## src/rtl/l2cache_pkg.sv

```systemverilog
// Shared types and helpers for the L2 cache writeback path.
// Holds the default line geometry, the buffer entry layout and the pointer-width helper.
package l2cache_pkg;

  localparam int unsigned L2_ADDR_WIDTH = 32;
  localparam int unsigned L2_LINE_BITS  = 512;

  typedef struct packed {
    logic [L2_ADDR_WIDTH-1:0] addr;
    logic [L2_LINE_BITS-1:0]  data;
  } wb_entry_t;

  function automatic int unsigned ptr_width(input int unsigned depth);
    return (depth > 1) ? $clog2(depth) : 1;
  endfunction

endpackage

```

## src/rtl/l2cache_wbuf_cam.sv

```systemverilog
// Parallel address compare across writeback buffer entries.
// When several valid entries match, the one written most recently (nearest the tail) wins.
module l2cache_wbuf_cam
  import l2cache_pkg::*;
#(
  parameter int unsigned addr_width = L2_ADDR_WIDTH,
  parameter int unsigned depth      = 4,
  parameter int unsigned ptr_w      = ptr_width(depth)
) (
  input  logic [addr_width-1:0] i_addrs [depth],
  input  logic [depth-1:0]      i_valid,
  input  logic [ptr_w-1:0]      i_tail,
  input  logic [addr_width-1:0] i_lkp_addr,
  output logic                  o_hit,
  output logic [ptr_w-1:0]      o_idx
);

  logic [ptr_w-1:0] w_slot;

  // NOTE: every output gets a default before the loop so no latch is inferred.
  always_comb begin
    o_hit  = 1'b0;
    o_idx  = '0;
    w_slot = '0;
    // Walk oldest to youngest; a later match overrides an earlier one.
    for (int k = int'(depth) - 1; k >= 0; k--) begin
      w_slot = i_tail - ptr_w'(k + 1);
      if (i_valid[w_slot] && (i_addrs[w_slot] == i_lkp_addr)) begin
        o_hit = 1'b1;
        o_idx = w_slot;
      end
    end
  end

endmodule

```

## src/rtl/l2cache_writeback_buffer.sv

```systemverilog
// Dirty-victim writeback buffer: captures each victim, commits it one cycle later only if the
// dirty table says so, drains committed lines in order to memory and serves lookups until drained.
module l2cache_writeback_buffer
  import l2cache_pkg::*;
#(
  parameter int unsigned addr_width = L2_ADDR_WIDTH,
  parameter int unsigned line_bits  = L2_LINE_BITS,
  parameter int unsigned depth      = 4
) (
  input  logic                  clk,
  input  logic                  rstn,
  input  logic                  victim_req,
  input  logic [addr_width-1:0] victim_addr,
  input  logic [line_bits-1:0]  victim_data,
  output logic                  victim_ready,
  input  logic                  victim_dirty,
  output logic                  mem_wvalid,
  output logic [addr_width-1:0] mem_waddr,
  output logic [line_bits-1:0]  mem_wdata,
  input  logic                  mem_wready,
  input  logic [addr_width-1:0] lkp_addr,
  output logic                  lkp_hit,
  output logic [line_bits-1:0]  lkp_data,
  output logic                  wb_empty
);

  localparam int unsigned PW = ptr_width(depth);
  localparam int unsigned CW = PW + 1;

  logic [addr_width-1:0] r_addr [depth];
  logic [line_bits-1:0]  r_data [depth];
  logic [depth-1:0]      r_valid;
  logic [PW-1:0]         r_head;
  logic [PW-1:0]         r_tail;
  logic [CW-1:0]         r_count;
  logic                  r_pend;
  logic [addr_width-1:0] r_pend_addr;
  logic [line_bits-1:0]  r_pend_data;

  logic          w_accept;
  logic          w_push;
  logic          w_pop;
  logic          w_hit;
  logic [PW-1:0] w_hit_idx;

  // The pending slot is counted so a later dirty commit always finds a free entry.
  assign victim_ready = (r_count + CW'(r_pend)) < CW'(depth);
  assign w_accept     = victim_req && victim_ready;
  assign w_push       = r_pend && victim_dirty;
  assign w_pop        = mem_wvalid && mem_wready;

  always_ff @(posedge clk or negedge rstn) begin
    if (!rstn) begin
      r_pend  <= 1'b0;
      r_head  <= '0;
      r_tail  <= '0;
      r_count <= '0;
      r_valid <= '0;
    end else begin
      r_pend <= w_accept;
      if (w_pop) begin
        r_head          <= r_head + PW'(1);
        r_valid[r_head] <= 1'b0;
      end
      if (w_push) begin
        r_tail          <= r_tail + PW'(1);
        r_valid[r_tail] <= 1'b1;
      end
      r_count <= r_count + CW'(w_push) - CW'(w_pop);
    end
  end

  // NOTE: line storage carries no reset; r_valid and r_pend qualify every use of it.
  always_ff @(posedge clk) begin
    if (w_accept) begin
      r_pend_addr <= victim_addr;
      r_pend_data <= victim_data;
    end
    if (w_push) begin
      r_addr[r_tail] <= r_pend_addr;
      r_data[r_tail] <= r_pend_data;
    end
  end

  l2cache_wbuf_cam #(
    .addr_width(addr_width),
    .depth     (depth),
    .ptr_w     (PW)
  ) u_cam (
    .i_addrs   (r_addr),
    .i_valid   (r_valid),
    .i_tail    (r_tail),
    .i_lkp_addr(lkp_addr),
    .o_hit     (w_hit),
    .o_idx     (w_hit_idx)
  );

  assign mem_wvalid = (r_count != '0);
  assign mem_waddr  = mem_wvalid ? r_addr[r_head] : '0;
  assign mem_wdata  = mem_wvalid ? r_data[r_head] : '0;
  assign lkp_hit    = w_hit;
  assign lkp_data   = w_hit ? r_data[w_hit_idx] : '0;
  assign wb_empty   = (r_count == '0) && !r_pend;

endmodule

```

## config.mk

```make
export PLATFORM = sky130hd
export DESIGN_NAME = l2cache_writeback_buffer
export DESIGN_NICKNAME = d
export VERILOG_FILES = /design/src/rtl/l2cache_pkg.sv /design/src/rtl/l2cache_wbuf_cam.sv /design/src/rtl/l2cache_writeback_buffer.sv
export SDC_FILE = /design/constraint.sdc
export NUM_CORES = 2
export LEC_CHECK = 0
export CAP_MARGIN = 10
export CORE_AREA = 4 4 675 677
export DETAILED_ROUTE_END_ITERATION = 16
export DIE_AREA = 0 0 679 681
export PLACE_DENSITY = 0.52
export SYNTH_ARGS = -nofsm -noshare
export SYNTH_HDL_FRONTEND = slang
export SYNTH_SLANG_ARGS = --single-unit
```

## constraint.sdc

```tcl
create_clock -name clk -period 27.6 [get_ports clk]
set_clock_uncertainty 0.1 [all_clocks]
set_input_delay 5.52 -clock clk [delete_from_list [all_inputs] [get_ports clk]]
set_output_delay 5.52 -clock clk [all_outputs]
set_load 0.1 [all_outputs]
```

### Sequential cells grouped by signal name

Scale: 1 px per um.
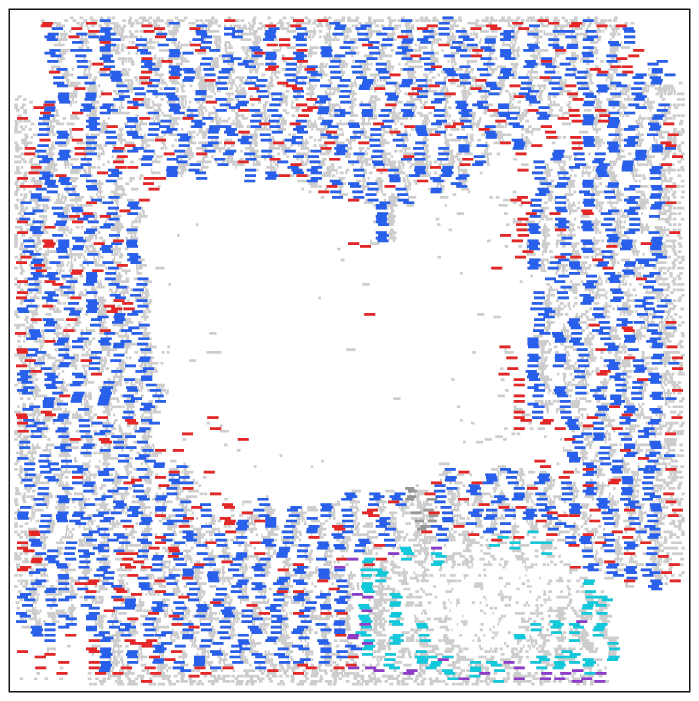
legend:
  blue:
    signal: `r_data`
    placed_flops: 2,048
    where: all over the die
  red:
    signal: `r_pend_data`
    placed_flops: 512
    where: all over the die
  purple:
    signal: `r_pend_addr`
    placed_flops: 32
  cyan:
    signal: `r_addr`
    placed_flops: 128
not coloured: 12
Flop area: 0.0820 mm2
Seq group: 5.81 mW
Final Util: 0.371

### Cells coloured by class

Scale: 1 px per um.
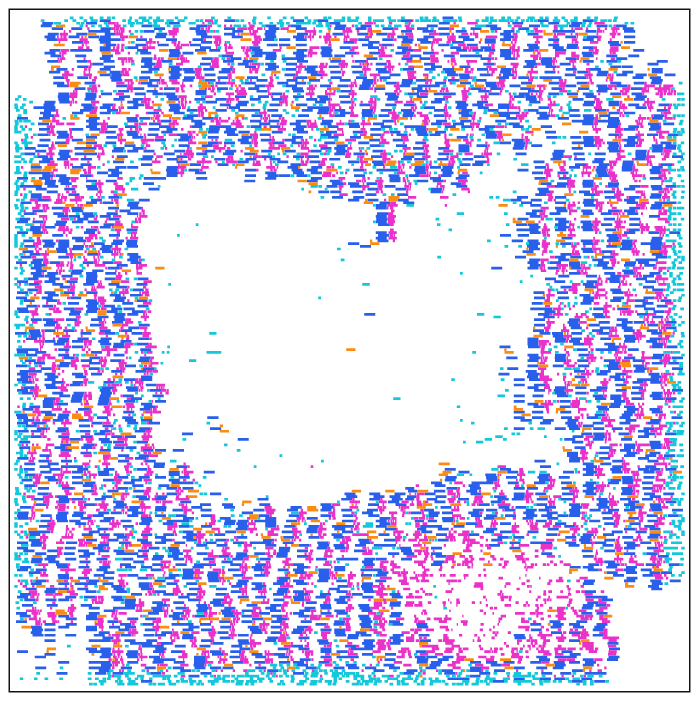
legend:
  blue:
    class: flops
    cells: 2,732
  orange:
    class: clock drivers and dummy loads
    cells: 588
  magenta:
    class: all other logic
    cells: 6,267
  cyan:
    class: other buffers and delay cells
    cells: 1,837

### Placement view

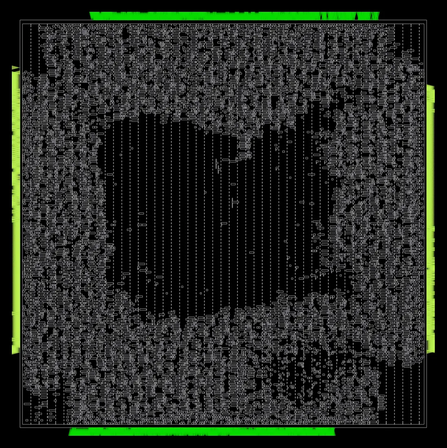
Post-Layout Cell Count: 17,500
Well Taps: 5,952
fraction of area in registers: 0.492
Site Rows: 246
core footprint: 0.449 mm2

how the worst min path moves through the flow:
stage	from	to	slack (ps)	depth (start not counted)
after floorplan	r_pend_addr[0]	r_addr[0]	360	0
after global placement	r_pend_data[22]	r_data[3][22]	360	0
after detailed placement	r_pend_data[13]	r_data[3][13]	380	0
after CTS	r_pend_data[39]	r_data[2][39]	350	0
after global routing	r_pend_data[39]	r_data[2][39]	380	0
final	r_pend_data[39]	r_data[2][39]	350	0
sequential cells by signal, summed over array words and instances, names as in the netlist:
name,count
r_valid,4
r_pend_data,512
r_data,2048
r_addr,128
r_count,3
r_tail,2
r_pend,1
r_pend_addr,32
r_head,2
metal layers:
layer / GRT usage / share of wire
met1: 0.322 / 0.37
met2: 0.410 / 0.47
met3: 0.0550 / 0.094
met4: 0.167 / 0.070
met5: 0 / 0.00045
==> results.json <==
{
  "fp_util": 0.300,
  "critPathSlowestCell": "clkdlybuf4s50_1",
  "failed_checks": "slew limit",
  "io_pins": 1641,
  "yosysTopAreaCellShare": 0.607,
  "seq_cell_count": 2732,
  "pre_cts_ws_ps": 7500,
  "fp.dieW_um": 679,
  "synth-xor-area-share": 0.00748,
  "worstPathRequired_ps": 21980,
  "slew_violations": 86,
  "startpoint": "lkp_addr[19]",
  "syn-cell-area_mm2": 0.135,
  "whs_ps": 354,
  "dominant-cell-class": "sequential cells",
  "nNetsFinal": 11800,
  "post_cts_resize_count": 0,
  "numCtsBuffers": 324,
  "place_inst": 16800,
  "status": "finished, violations left",
  "ir_drop_uv": 154
}
Power figures rest on the tool's default switching activity, not on a simulated workload.
